File: src/rtl/alu_pkg.sv
// Shared widths, opcodes and FSM encoding for the ALU operand/result driver.
package alu_pkg;

    localparam int ALU_W = 8;
    localparam int OP_W  = 2;

    localparam logic [OP_W-1:0] OP_ADD = 2'd0;
    localparam logic [OP_W-1:0] OP_SUB = 2'd1;
    localparam logic [OP_W-1:0] OP_CMP = 2'd2;

    typedef enum logic [1:0] {
        IDLE,
        SETTLE,
        HOLD
    } drv_state_e;

endpackage

File: src/rtl/alu_cmd_fifo.sv
// Synchronous command FIFO with wrap-around pointers; DEPTH must be a power of two.
module alu_cmd_fifo #(
    parameter int DEPTH = 4,
    parameter int W     = 19
) (
    input  logic         clk,
    input  logic         rst,
    input  logic         push,
    input  logic         pop,
    input  logic [W-1:0] din,
    output logic [W-1:0] dout,
    output logic         full,
    output logic         empty
);

    localparam int PW = $clog2(DEPTH);
    localparam int CW = PW + 1;

    logic [W-1:0]  mem_q [DEPTH];
    logic [PW-1:0] wr_ptr_q, wr_ptr_d;
    logic [PW-1:0] rd_ptr_q, rd_ptr_d;
    logic [CW-1:0] cnt_q, cnt_d;
    logic          do_push, do_pop;

    assign full    = (cnt_q == CW'(DEPTH));
    assign empty   = (cnt_q == '0);
    assign do_push = push & ~full;
    assign do_pop  = pop & ~empty;
    assign dout    = mem_q[rd_ptr_q];

    always_comb begin
        wr_ptr_d = wr_ptr_q;
        rd_ptr_d = rd_ptr_q;
        cnt_d    = cnt_q;
        if (do_push) wr_ptr_d = wr_ptr_q + PW'(1);
        if (do_pop)  rd_ptr_d = rd_ptr_q + PW'(1);
        if (do_push && !do_pop) cnt_d = cnt_q + CW'(1);
        if (!do_push && do_pop) cnt_d = cnt_q - CW'(1);
    end

    always_ff @(posedge clk) begin
        if (rst) begin
            wr_ptr_q <= '0;
            rd_ptr_q <= '0;
            cnt_q    <= '0;
        end else begin
            wr_ptr_q <= wr_ptr_d;
            rd_ptr_q <= rd_ptr_d;
            cnt_q    <= cnt_d;
        end
    end

    // Storage needs no reset: the count alone decides what is valid.
    always_ff @(posedge clk) begin
        if (do_push) mem_q[wr_ptr_q] <= din;
    end

endmodule

File: src/rtl/alu_driver.sv
// Initiator for the 8-bit combinational ALU: queues commands, issues one at a time, returns results.
// Optional result chaining (previous result as operand A) is enabled by defining ALU_DRV_CHAIN_EN.
module alu_driver
    import alu_pkg::*;
#(
    parameter int DEPTH   = 4,
    parameter int ALU_LAT = 1
) (
    input  logic             clk,
    input  logic             rst,
    input  logic             cmd_valid,
    output logic             cmd_ready,
    input  logic [ALU_W-1:0] cmd_a,
    input  logic [ALU_W-1:0] cmd_b,
    input  logic [OP_W-1:0]  cmd_op,
    input  logic             cmd_chain,
    output logic [ALU_W-1:0] alu_a,
    output logic [ALU_W-1:0] alu_b,
    output logic [OP_W-1:0]  alu_op,
    input  logic [ALU_W-1:0] alu_o,
    output logic             res_valid,
    input  logic             res_ready,
    output logic [ALU_W-1:0] res_data,
    output logic [OP_W-1:0]  res_op
);

    localparam int ENT_W = 2 * ALU_W + OP_W + 1;
    localparam int CNT_W = (ALU_LAT > 1) ? $clog2(ALU_LAT) : 1;

    logic [ENT_W-1:0] fifo_din, fifo_dout;
    logic             fifo_full, fifo_empty, fifo_pop;
    logic [ALU_W-1:0] ent_a, ent_b;
    logic [OP_W-1:0]  ent_op;
    logic             ent_chain;

    drv_state_e       state_q, state_d;
    logic [CNT_W-1:0] cnt_q, cnt_d;
    logic [ALU_W-1:0] alu_a_q, alu_a_d, alu_b_q, alu_b_d;
    logic [OP_W-1:0]  alu_op_q, alu_op_d;
    logic [ALU_W-1:0] res_data_q, res_data_d;
    logic [OP_W-1:0]  res_op_q, res_op_d;
    logic             res_valid_q, res_valid_d;
`ifdef ALU_DRV_CHAIN_EN
    logic [ALU_W-1:0] chain_q, chain_d;
`else
    logic             unused_chain;
    assign unused_chain = ent_chain;
`endif

    // Ready ignores a same-cycle pop so a full FIFO never takes a push.
    assign cmd_ready = ~fifo_full & ~rst;
    assign fifo_din  = {cmd_a, cmd_b, cmd_op, cmd_chain};
    assign {ent_a, ent_b, ent_op, ent_chain} = fifo_dout;

    alu_cmd_fifo #(.DEPTH(DEPTH), .W(ENT_W)) u_fifo (
        .clk   (clk),
        .rst   (rst),
        .push  (cmd_valid & cmd_ready),
        .pop   (fifo_pop),
        .din   (fifo_din),
        .dout  (fifo_dout),
        .full  (fifo_full),
        .empty (fifo_empty)
    );

    always_comb begin
        state_d     = state_q;
        cnt_d       = cnt_q;
        alu_a_d     = alu_a_q;
        alu_b_d     = alu_b_q;
        alu_op_d    = alu_op_q;
        res_data_d  = res_data_q;
        res_op_d    = res_op_q;
        res_valid_d = res_valid_q;
        fifo_pop    = 1'b0;
`ifdef ALU_DRV_CHAIN_EN
        chain_d     = chain_q;
`endif
        case (state_q)
            IDLE: begin
                if (!fifo_empty) begin
                    fifo_pop = 1'b1;
                    alu_a_d  = ent_a;
`ifdef ALU_DRV_CHAIN_EN
                    if (ent_chain) alu_a_d = chain_q;
`endif
                    alu_b_d  = ent_b;
                    alu_op_d = ent_op;
                    cnt_d    = CNT_W'(ALU_LAT - 1);
                    state_d  = SETTLE;
                end
            end
            SETTLE: begin
                if (cnt_q == '0) begin
                    res_data_d  = alu_o;
                    res_op_d    = alu_op_q;
                    res_valid_d = 1'b1;
`ifdef ALU_DRV_CHAIN_EN
                    chain_d     = alu_o;
`endif
                    state_d     = HOLD;
                end else begin
                    cnt_d = cnt_q - CNT_W'(1);
                end
            end
            HOLD: begin
                if (res_ready) begin
                    res_valid_d = 1'b0;
                    state_d     = IDLE;
                end
            end
            default: state_d = IDLE;
        endcase
    end

    always_ff @(posedge clk) begin
        if (rst) begin
            state_q     <= IDLE;
            cnt_q       <= '0;
            alu_a_q     <= '0;
            alu_b_q     <= '0;
            alu_op_q    <= '0;
            res_data_q  <= '0;
            res_op_q    <= '0;
            res_valid_q <= 1'b0;
`ifdef ALU_DRV_CHAIN_EN
            chain_q     <= '0;
`endif
        end else begin
            state_q     <= state_d;
            cnt_q       <= cnt_d;
            alu_a_q     <= alu_a_d;
            alu_b_q     <= alu_b_d;
            alu_op_q    <= alu_op_d;
            res_data_q  <= res_data_d;
            res_op_q    <= res_op_d;
            res_valid_q <= res_valid_d;
`ifdef ALU_DRV_CHAIN_EN
            chain_q     <= chain_d;
`endif
        end
    end

    assign alu_a     = alu_a_q;
    assign alu_b     = alu_b_q;
    assign alu_op    = alu_op_q;
    assign res_data  = res_data_q;
    assign res_op    = res_op_q;
    assign res_valid = res_valid_q;

endmodule

File: config.mk
export PLATFORM = sky130hd
export DESIGN_NAME = alu_driver
export DESIGN_NICKNAME = d
export VERILOG_FILES = /design/src/rtl/alu_pkg.sv /design/src/rtl/alu_cmd_fifo.sv /design/src/rtl/alu_driver.sv
export SDC_FILE = /design/constraint.sdc
export NUM_CORES = 1
export LEC_CHECK = 0
export CORE_MARGIN = 2
export CORE_UTILIZATION = 57
export DETAILED_ROUTE_END_ITERATION = 10
export PLACE_DENSITY = 0.84
export SLEW_MARGIN = 10
export SYNTH_ARGS = -nofsm -noshare
export SYNTH_HDL_FRONTEND = slang
export SYNTH_SLANG_ARGS = --single-unit
File: constraint.sdc
create_clock -name clk -period 6.18 [get_ports clk]
set_input_delay 1.236 -clock clk [delete_from_list [all_inputs] [get_ports clk]]
set_output_delay 1.236 -clock clk [all_outputs]
set_load 0.02 [all_outputs]
==> summary.txt <==
flow finished, numbers: status complete, no violations, cell class with the largest area share registers, Power Sequential 0.000986 W, share of layout cells above drive strength 1 18.6%, CTS H-tree lvls 3, Layout Cell Area excl Fill 4920 um^2, worst skew pair latency 0.37 ns, crit path max fanout 24, slew margin rel. 21.9%, initial antenna violation count 0, cell chain of the critical path clkdlybuf4s50_1 > nor2_1 > clkdlybuf4s50_1, Clock Buffer Count 9, Yosys top cell by instances edfxtp_1, clock power share 19.5%, switching pwr 0.000650 W, WL met3 315 um, Hold/Removal Path Class flip-flop to flip-flop, HP Start res_data[5]$_SDFFE_PP0P_, #MultiIn Comb 112, Post-Synth AOI/OAI Area 7.52%, total power 0.00203 W, vias in the first global route 2,185, XORs/XNORs by Area 0.428%, CP Depth 3, yosys simple share 5.69%, Pre-antenna DRT Iters 4, yosys cell count 243, Comb power 0.000647 W, synth cell count leaders edfxtp_1, dfxtp_1, nand2_1, R2R Path End u_fifo.cnt_q[2]$_SDFFE_PP0P_, global-route usage over all layers 19.0%, FP Core Util 59.6%, WP buf/inv 2, dpl cells 386, EDFF count, synth 72, met2 WL 3460 um, ys async rst share 0%, setup repair after global routing missed its margin no, crit path max-delay cell type clkdlybuf4s50_1, WP data required 4.94 ns, Die Ht 88.7 um, R2R depth 9, Top Layer Used met4, Crit path arrival time 3.06 ns, buffering overhead 12.2%, CTS sink count 110, clock network area share 3.66%, first-pass GRT wire length 10,700 um, hold depth 2, Final period util 69.4%, Ys Warns 0, total setup buffers inserted after CTS 0, average vias per placed instance 5.47, final setup violating endpoints 0, met3 usage 4.01%, most numerous logic cell after layout edfxtp_1, kind of critical path input pin to output pin, tool warnings 30, mapped cell area 4090 um^2, Tapcell Cnt 96, Synth area leader edfxtp_1, layout filler cell count 458, PwrDens 413 nW/um^2, synthesized chip area reported by yosys 4090 um^2, chip area 7870 um^2, Power Internal 0.00138 W, syn_nets 280, Comb power frac 31.9%, gpl congestion 0.740, most used cell, CP clkdlybuf4s50_1, post-CTS resize count 0, Die W 88.7 um, Nets 338, register area 2920 um^2, WL/cell 17.1 um, dpl hpwl 4300 um, WHS 0.460 ns, fin. max-slew vios 0, TritonCTS clock tree done, Core Util, Final 71.6%, worst reg2reg path startpoint u_fifo.cnt_q[2]$_SDFFE_PP0P_, Biggest consumer sequential cells, Routed Wire Length 6860 um, Setup Skew 0.00925 ns, Crit path max-delay family buffers and inverters, Post-DRT Antenna Nets 0, CP Launch Type input pin, CP Launch Point rst, mux frac, synth 10.4%, DRT iter0 DRCs 76, Final Hold Viols 0, last element of the critical path cmd_ready, R2R Setup Slk 3.90 ns, Synth-to-Final Area Change 20.2%
Placed standard cells:
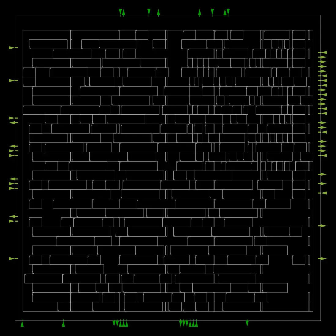
Core Area: 6870 um^2
num sequential: 110
Seq area share: 59.4%

Clock network drawn from the DEF:
Scale bar: 20 um.
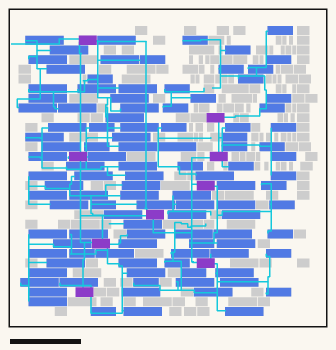
Key: cyan = clock wires [length 1,070 um]; blue = flip-flops [count 110]; purple = clock drivers [count 9]
Position of the flops: spread over the die. There are 10 routed clock nets.

No activity file was given, so power comes from the tool's default toggle rates.
